closeup.png
Window x 26 to 66, y 70 to 110 um. Cells in gray, sequential cells in the stronger gray; small squares are vias.
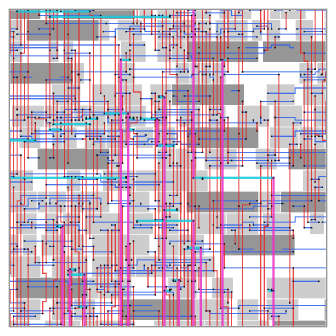
clock_nets.png
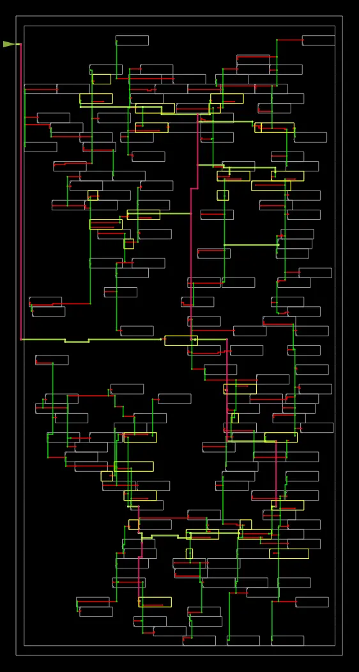
===== src/rtl/sobel_frame_scheduler_pkg.sv =====
// Shared widths, window load counts and FSM encoding for the Sobel frame scheduler.
package sobel_frame_scheduler_pkg;

    localparam int DEF_ADDR_W  = 24;
    localparam int DEF_DIM_W   = 12;
    localparam int DEF_PIXEL_W = 8;

    localparam int PRIME_CNT = 9;
    localparam int SLIDE_CNT = 3;
    localparam int GRP_W     = 4;

    typedef enum logic [2:0] {
        ST_IDLE,
        ST_CLR,
        ST_ARM,
        ST_FETCH,
        ST_PUSH,
        ST_DRAIN,
        ST_DONE
    } sched_state_t;

endpackage


===== src/rtl/sobel_frame_scheduler_addr_gen.sv =====
// Strip walker: column, row and in-row offset counters producing y*W+x without a multiplier.
module sobel_addr_gen
    import sobel_frame_scheduler_pkg::*;
#(
    parameter int ADDR_W = DEF_ADDR_W,
    parameter int DIM_W  = DEF_DIM_W
) (
    input  logic              clk_i,
    input  logic              nreset_i,
    input  logic [DIM_W-1:0]  width_i,
    input  logic              col_init_i,
    input  logic              col_inc_i,
    input  logic              row_clr_i,
    input  logic              px_adv_i,
    output logic [DIM_W-1:0]  col_o,
    output logic [DIM_W-1:0]  row_o,
    output logic [ADDR_W-1:0] rd_addr_o
);

    logic [ADDR_W-1:0] row_base_q, row_base_d;
    logic [DIM_W-1:0]  col_q, col_d;
    logic [DIM_W-1:0]  row_q, row_d;
    logic [1:0]        k_q, k_d;

    always_comb begin
        row_base_d = row_base_q;
        col_d      = col_q;
        row_d      = row_q;
        k_d        = k_q;

        if (col_init_i) begin
            col_d = '0;
        end else if (col_inc_i) begin
            col_d = col_q + DIM_W'(1);
        end

        // The base of the next image row is accumulated once per completed 3-pixel row.
        if (row_clr_i) begin
            row_base_d = '0;
            row_d      = '0;
            k_d        = '0;
        end else if (px_adv_i) begin
            if (k_q == 2'd2) begin
                k_d        = '0;
                row_d      = row_q + DIM_W'(1);
                row_base_d = row_base_q + ADDR_W'(width_i);
            end else begin
                k_d = k_q + 2'd1;
            end
        end
    end

    always_ff @(posedge clk_i or negedge nreset_i) begin
        if (!nreset_i) begin
            row_base_q <= '0;
            col_q      <= '0;
            row_q      <= '0;
            k_q        <= '0;
        end else begin
            row_base_q <= row_base_d;
            col_q      <= col_d;
            row_q      <= row_d;
            k_q        <= k_d;
        end
    end

    assign col_o     = col_q;
    assign row_o     = row_q;
    assign rd_addr_o = row_base_q + ADDR_W'(col_q) + ADDR_W'(k_q);

endmodule


===== src/rtl/sobel_frame_scheduler.sv =====
// Walks a frame in 3-pixel-wide vertical strips, feeding the 3x3 Sobel engine and tagging its results.
module sobel_frame_scheduler
    import sobel_frame_scheduler_pkg::*;
#(
    parameter int ADDR_W  = DEF_ADDR_W,
    parameter int DIM_W   = DEF_DIM_W,
    parameter int PIXEL_W = DEF_PIXEL_W
) (
    input  logic               clk_i,
    input  logic               nreset_i,
    input  logic               start_i,
    input  logic               abort_i,
    input  logic [DIM_W-1:0]   cfg_width_i,
    input  logic [DIM_W-1:0]   cfg_height_i,
    output logic               busy_o,
    output logic               frame_done_o,
    output logic               cfg_err_o,
    output logic               rd_req_o,
    output logic [ADDR_W-1:0]  rd_addr_o,
    input  logic               rd_valid_i,
    input  logic [PIXEL_W-1:0] rd_data_i,
    output logic               sobel_nreset_o,
    output logic               sobel_start_o,
    output logic [PIXEL_W-1:0] sobel_px_o,
    output logic               sobel_px_rdy_o,
    input  logic               sobel_res_rdy_i,
    input  logic [PIXEL_W-1:0] sobel_res_px_i,
    output logic               out_valid_o,
    output logic [PIXEL_W-1:0] out_px_o,
    output logic [DIM_W-1:0]   out_x_o,
    output logic [DIM_W-1:0]   out_y_o
);

    sched_state_t       state_q, state_d;
    logic [DIM_W-1:0]   w_q, w_d;
    logic [DIM_W-1:0]   h_q, h_d;
    logic               cfg_err_q, cfg_err_d;
    logic [GRP_W-1:0]   grp_q, grp_d;
    logic [1:0]         outst_q, outst_d;
    logic [DIM_W-1:0]   y_q, y_d;
    logic               snrst_q, snrst_d;
    logic               sstart_q, sstart_d;
    logic               done_q, done_d;
    logic [PIXEL_W-1:0] px_q;
    logic               px_rdy_q;
    logic               out_valid_q;
    logic [PIXEL_W-1:0] out_px_q;
    logic [DIM_W-1:0]   out_x_q, out_y_q;

    logic               col_init, col_inc, row_clr, px_adv;
    logic               grp_inc, grp_dec;
    logic               px_load, res_acc;
    logic [DIM_W-1:0]   col, row;

    sobel_addr_gen #(
        .ADDR_W (ADDR_W),
        .DIM_W  (DIM_W)
    ) u_addr_gen (
        .clk_i      (clk_i),
        .nreset_i   (nreset_i),
        .width_i    (w_q),
        .col_init_i (col_init),
        .col_inc_i  (col_inc),
        .row_clr_i  (row_clr),
        .px_adv_i   (px_adv),
        .col_o      (col),
        .row_o      (row),
        .rd_addr_o  (rd_addr_o)
    );

    assign px_load = (state_q == ST_FETCH) && rd_valid_i && !abort_i;
    assign res_acc = sobel_res_rdy_i && (state_q != ST_IDLE) && !abort_i;

    always_comb begin
        state_d   = state_q;
        w_d       = w_q;
        h_d       = h_q;
        cfg_err_d = cfg_err_q;
        grp_d     = grp_q;
        outst_d   = outst_q;
        y_d       = y_q;
        snrst_d   = 1'b1;
        sstart_d  = sstart_q;
        done_d    = 1'b0;
        col_init  = 1'b0;
        col_inc   = 1'b0;
        row_clr   = 1'b0;
        px_adv    = 1'b0;
        grp_inc   = 1'b0;
        grp_dec   = res_acc && (outst_q != 2'd0);

        unique case (state_q)
            ST_IDLE: begin
                if (start_i) begin
                    w_d      = cfg_width_i;
                    h_d      = cfg_height_i;
                    col_init = 1'b1;
                    if ((cfg_width_i < DIM_W'(3)) || (cfg_height_i < DIM_W'(3))) begin
                        cfg_err_d = 1'b1;
                        state_d   = ST_DONE;
                    end else begin
                        cfg_err_d = 1'b0;
                        state_d   = ST_CLR;
                    end
                end
            end
            ST_CLR: begin
                snrst_d  = 1'b0;
                sstart_d = 1'b0;
                y_d      = DIM_W'(1);
                state_d  = ST_ARM;
            end
            ST_ARM: begin
                sstart_d = 1'b1;
                row_clr  = 1'b1;
                grp_d    = GRP_W'(PRIME_CNT);
                state_d  = ST_FETCH;
            end
            ST_FETCH: begin
                if (rd_valid_i) begin
                    state_d = ST_PUSH;
                end
            end
            ST_PUSH: begin
                px_adv = 1'b1;
                // The last pixel of a group completes a window; one result is now owed.
                if (grp_q == GRP_W'(1)) begin
                    grp_inc = 1'b1;
                    grp_d   = GRP_W'(SLIDE_CNT);
                    state_d = (row == h_q - DIM_W'(1)) ? ST_DRAIN : ST_FETCH;
                end else begin
                    grp_d   = grp_q - GRP_W'(1);
                    state_d = ST_FETCH;
                end
            end
            ST_DRAIN: begin
                if (outst_q == 2'd0) begin
                    if (col == w_q - DIM_W'(3)) begin
                        state_d = ST_DONE;
                    end else begin
                        col_inc = 1'b1;
                        state_d = ST_CLR;
                    end
                end
            end
            ST_DONE: begin
                done_d   = 1'b1;
                sstart_d = 1'b0;
                state_d  = ST_IDLE;
            end
            default: state_d = ST_IDLE;
        endcase

        unique case ({grp_inc, grp_dec})
            2'b10:   outst_d = outst_q + 2'd1;
            2'b01:   outst_d = outst_q - 2'd1;
            default: outst_d = outst_q;
        endcase

        if (res_acc) begin
            y_d = y_q + DIM_W'(1);
        end

        // Abort overrides every other event in the cycle it is seen.
        if (abort_i && (state_q != ST_IDLE)) begin
            state_d  = ST_IDLE;
            snrst_d  = 1'b0;
            sstart_d = 1'b0;
            done_d   = 1'b0;
            outst_d  = 2'd0;
            col_init = 1'b0;
            col_inc  = 1'b0;
            row_clr  = 1'b0;
            px_adv   = 1'b0;
        end
    end

    always_ff @(posedge clk_i or negedge nreset_i) begin
        if (!nreset_i) begin
            state_q   <= ST_IDLE;
            w_q       <= '0;
            h_q       <= '0;
            cfg_err_q <= 1'b0;
            grp_q     <= '0;
            outst_q   <= '0;
            y_q       <= '0;
            snrst_q   <= 1'b1;
            sstart_q  <= 1'b0;
            done_q    <= 1'b0;
        end else begin
            state_q   <= state_d;
            w_q       <= w_d;
            h_q       <= h_d;
            cfg_err_q <= cfg_err_d;
            grp_q     <= grp_d;
            outst_q   <= outst_d;
            y_q       <= y_d;
            snrst_q   <= snrst_d;
            sstart_q  <= sstart_d;
            done_q    <= done_d;
        end
    end

    always_ff @(posedge clk_i or negedge nreset_i) begin
        if (!nreset_i) begin
            px_q        <= '0;
            px_rdy_q    <= 1'b0;
            out_valid_q <= 1'b0;
            out_px_q    <= '0;
            out_x_q     <= '0;
            out_y_q     <= '0;
        end else begin
            px_rdy_q    <= px_load;
            out_valid_q <= res_acc;
            if (px_load) begin
                px_q <= rd_data_i;
            end
            if (res_acc) begin
                out_px_q <= sobel_res_px_i;
                out_x_q  <= col + DIM_W'(1);
                out_y_q  <= y_q;
            end
        end
    end

    assign busy_o         = (state_q != ST_IDLE);
    assign rd_req_o       = (state_q == ST_FETCH);
    assign frame_done_o   = done_q;
    assign cfg_err_o      = cfg_err_q;
    assign sobel_nreset_o = snrst_q;
    assign sobel_start_o  = sstart_q;
    assign sobel_px_o     = px_q;
    assign sobel_px_rdy_o = px_rdy_q;
    assign out_valid_o    = out_valid_q;
    assign out_px_o       = out_px_q;
    assign out_x_o        = out_x_q;
    assign out_y_o        = out_y_q;

endmodule


===== config.mk =====
export PLATFORM = sky130hd
export DESIGN_NAME = sobel_frame_scheduler
export DESIGN_NICKNAME = d
export VERILOG_FILES = /design/src/rtl/sobel_frame_scheduler_pkg.sv /design/src/rtl/sobel_frame_scheduler_addr_gen.sv /design/src/rtl/sobel_frame_scheduler.sv
export SDC_FILE = /design/constraint.sdc
export NUM_CORES = 1
export LEC_CHECK = 0
export CAP_MARGIN = 15
export CORE_ASPECT_RATIO = 2
export CORE_MARGIN = 2
export CORE_UTILIZATION = 56
export DETAILED_ROUTE_END_ITERATION = 10
export PLACE_DENSITY = 0.81
export SYNTH_ARGS = -nofsm -noshare
export SYNTH_HDL_FRONTEND = slang
export SYNTH_HIERARCHICAL = 1
export SYNTH_SLANG_ARGS = --single-unit
export TNS_END_PERCENT = 5

===== constraint.sdc =====
create_clock -name clk_i -period 3.71 [get_ports clk_i]
set_input_delay 0.742 -clock clk_i [delete_from_list [all_inputs] [get_ports clk_i]]
set_output_delay 0.742 -clock clk_i [all_outputs]
set_load 0.02 [all_outputs]

==> impl_metrics.ini <==
; flow metrics
[outcome]
status = complete, but fails checks
failing_checks = negative setup slack

[synthesis]
ys_seq_share = 0.409
yosys_warn_count = 6
postSynth.topFlopCell = sky130_fd_sc_hd__dfrtp_1
post_synthesis_register_bit_count = 141
postSynthAreaPerCell_um2 = 9.14
edf_count = 0
net_count_synth = 1038
synth_stat.cells = 945
compound_gate_fraction_of_synth_area = 0.147
synthTopLogicFamily = simple AND/OR/NAND/NOR gates
syn-cell-area_um2 = 8630
synth_cell_type_count = 73
simple_gate_share = 0.199
synth-adder-area-share = 0.0716
synth.area.mux_share = 0.0433
yosys_area_um2 = 8630
synthCells = 945
ys_async_sr_fraction = 1.00
synth-xor-area-share = 0.0974

[critical_path]
endpoint_of_the_worst_setup_timing_path = rd_addr_o[14]
worstReg2RegStart = w_q[1]
crit_top_cell = sky130_fd_sc_hd__buf_4
worstRegToRegCells = 12
worstPathArrival_ps = 3120
setup.reg_to_reg.worst_slack_ps = 220
crit_path_max_incr_delay_ps = 460
timing.critical_path.fanout_max = 3
critical_path_class = reg2out
cp.depth = 10
r2r_end = u_addr_gen/col_o[11]
critical_path.cell_chain = fa_1 > ha_1 > a21o_1 > o21ai_2 > a32oi_2 > a22oi_2 > buf_4 > buf_4 > xnor2_1 > clkdlybuf4s15_1
cp-end-kind = output port
timing.critical_path.required_ps = 2970
largest_delay_contributor_family_on_the_critical_path = AND-OR/OR-AND gates
timing.critical_path.slowest_stage_cell = sky130_fd_sc_hd__fa_1
critPathLaunch = u_addr_gen/k_q[1]
path_buffers = 3
critical_path.startpoint_type = flop

[clock_tree]
max-clock-path-buffers = 2
cts.htree.levels = 4
hold_buffers = 0
cts-buffers-inserted = 17
path_clk_slew_ps = 60
cts_tree = built
post-cts-setup-buffers = 4
clockRootBuffer = sky130_fd_sc_hd__clkbuf_16
cts_resized = 71

[layout]
fin_util = 0.721
num_antenna_cells = 0
layout.cells.most_common = sky130_fd_sc_hd__nand2_1
layout-area-overhead-vs-synth_pct = 27.1
flop_area_um2 = 3530
drive_above_1_share = 0.144
nFillCells = 1176
multi_input_gate_area_um2 = 4910
mostFrequentLayoutCells = sky130_fd_sc_hd__nand2_1 (145), sky130_fd_sc_hd__dfrtp_1 (140), sky130_fd_sc_hd__clkdlybuf4s50_1 (97)
fin_area_um2 = 11000
design.final.nets = 1189

[global_routing]
groute.usage.overall = 0.287
first_global_vias = 7759
grt_start_max_net_pins = 60
global_route.overflow_total = 0
grt_pass1_wl_mm = 37.8
grt_antenna_before_repair = 0

[final_timing]
hold_viol = 0
finalSetupViolCount = 10
finalWorstPathRequiredPeriod_ps = 3860
finalClockPeriodUsage = 1.04
max-slew-margin-rel = 0.448
setup_repair_after_global_routing_missed_its_margin = true
timing.fmax_ghz = 0.259
finClkSkew_ps = 9.98
post-route-worst-setup-slack_ps = -153
worst_slew_pin_slew_ps = 822
slew_viol_final = 0

[pwr]
power_frac_comb = 0.381
p_leak_uw = 0.00501
power_top_consumer = combinational logic
power.switching_uw = 2490
power.sequential.fraction = 0.346
power.internal_uw = 4220
power.density_cell_area_nw_per_um2 = 611
vdd_drop_max_uv = 412
power.switching_fraction = 0.371
p_total_uw = 6710
sequentialPower_uw = 2320
power_frac_clock = 0.273
comb-power_uw = 2550

[route]
antenna_left = 0
wirelength_mm = 23.2
detail_route.first_pass.iterations = 6
vias = 7682
wl_per_cell_um = 17.8
drt-initial-drc-count = 369
drc = 0
vias_per_cell = 5.88

[placement]
dp.final_hpwl_mm = 16.9
post_dp_cell_area_um2 = 10300
gp_congestion = 0.985
port_buffers = 117

[floorplan]
area_enclosed_by_the_die_boundary_um2 = 16500
floorplan.die.height_um = 180
dieWidth_um = 91.8
num_io_pins = 118
floorplan.rows = 64
initial_core_util = 0.568
core_area_um2 = 15200

[flow_run]
max-cap-violations = 0
warnings = 29

[hold_path]
timing.hold.worst.class = in2async
Notes on closeup.png above:
cyan -> M3
blue -> M1
magenta -> M4
red -> M2
sequential cells in the window = 13
cells with their middle in the window = 120
netlist names of flops here include = w_q (7), outst_q (2), u_addr_gen/col_o (2)
most frequent = dfrtp_1 (13), inv_1 (9), a21oi_1 (9)

Notes on clock_nets.png above:
clock tree sinks: 141
CLK BUF: 18
Flops: 141
clock network power: 1830 uW
clock insertion delay at the later pin of the skew report: 430 ps

cell type report:
type,instances,share of cell area
clock inverters,14,0.0176
well taps,198,0.0226
clock buffers,18,0.0400
flip-flops and latches,141,0.322
multi-input cells,737,0.448
inverters,32,0.0109
repair buffers,167,0.140
metrics by stage:
step	setup slack [ps]	setup TNS, ps	hold WS [ps]	instances
floorplan	218	0	445	945
global placement	-295	-1220	457	1271
detailed placement	-329	-1620	462	1271
CTS	-116	-644	292	1307
global route	-252	-2110	327	1307
finish	-153	-887	283	1307
sequential cells by signal (all words and copies together), names as in the netlist:
| name | count |
|---|---|
| u_addr_gen/row_base_q | 24 |
| sobel_nreset_o | 1 |
| h_q | 12 |
| sobel_px_o | 8 |
| outst_q | 2 |
| y_q | 12 |
| out_valid_o | 1 |
| state_q | 3 |
| out_px_o | 8 |
| grp_q | 4 |
| cfg_err_o | 1 |
| frame_done_o | 1 |
| sobel_px_rdy_o | 1 |
| w_q | 12 |
| u_addr_gen/k_q | 2 |
| out_x_o | 12 |
| sobel_start_o | 1 |
| u_addr_gen/row_o | 12 |
| out_y_o | 12 |
| u_addr_gen/col_o | 12 |
logic make-up after synthesis:
family                     count (synthesis)
AOI/OAI and AO/OA                        194
xor gates and xnor gates                  96
adders and majority gates                 47
buffers and inverters                     67
DFF                                      141
muxes                                     34
and+or+nand+nor                          366
synthesized netlist by cell type, types with 5 or more instances:
master / instances / area share
sky130_fd_sc_hd__mux2i_1: 7 / 0.0081
sky130_fd_sc_hd__nor3_1: 18 / 0.010
sky130_fd_sc_hd__nand3_1: 31 / 0.018
sky130_fd_sc_hd__nor4_1: 14 / 0.010
sky130_fd_sc_hd__o31ai_1: 10 / 0.0087
sky130_fd_sc_hd__o21ai_0: 47 / 0.027
sky130_fd_sc_hd__a211oi_1: 11 / 0.0096
sky130_fd_sc_hd__nor2_1: 84 / 0.037
sky130_fd_sc_hd__o211ai_1: 6 / 0.0052
sky130_fd_sc_hd__dfrtp_1: 140 / 0.41
sky130_fd_sc_hd__inv_1: 30 / 0.013
sky130_fd_sc_hd__and3_1: 12 / 0.0087
sky130_fd_sc_hd__o2111ai_1: 6 / 0.0061
sky130_fd_sc_hd__mux2_2: 27 / 0.035
sky130_fd_sc_hd__xnor2_1: 39 / 0.040
sky130_fd_sc_hd__xor2_1: 57 / 0.058
sky130_fd_sc_hd__clkbuf_1: 25 / 0.011
sky130_fd_sc_hd__ha_1: 43 / 0.062
sky130_fd_sc_hd__nand2_1: 145 / 0.063
sky130_fd_sc_hd__nand4_1: 15 / 0.011
sky130_fd_sc_hd__a21o_1: 5 / 0.0043
sky130_fd_sc_hd__o21a_1: 6 / 0.0052
sky130_fd_sc_hd__a21boi_0: 5 / 0.0043
sky130_fd_sc_hd__a21oi_1: 63 / 0.037
sky130_fd_sc_hd__or4_1: 6 / 0.0052
sky130_fd_sc_hd__or3_1: 12 / 0.0087
layer usage:
metal	global-route usage	wire length, um	vias to the layer above	share of wire
li1	-	-	3664	-
met1	0.300	8470	3683	0.36
met2	0.519	12600	253	0.54
met3	0.0444	835	82	0.036
met4	0.185	1360	0	0.058
met5	0	0	-	0
Power and IR drop assume default switching activity.
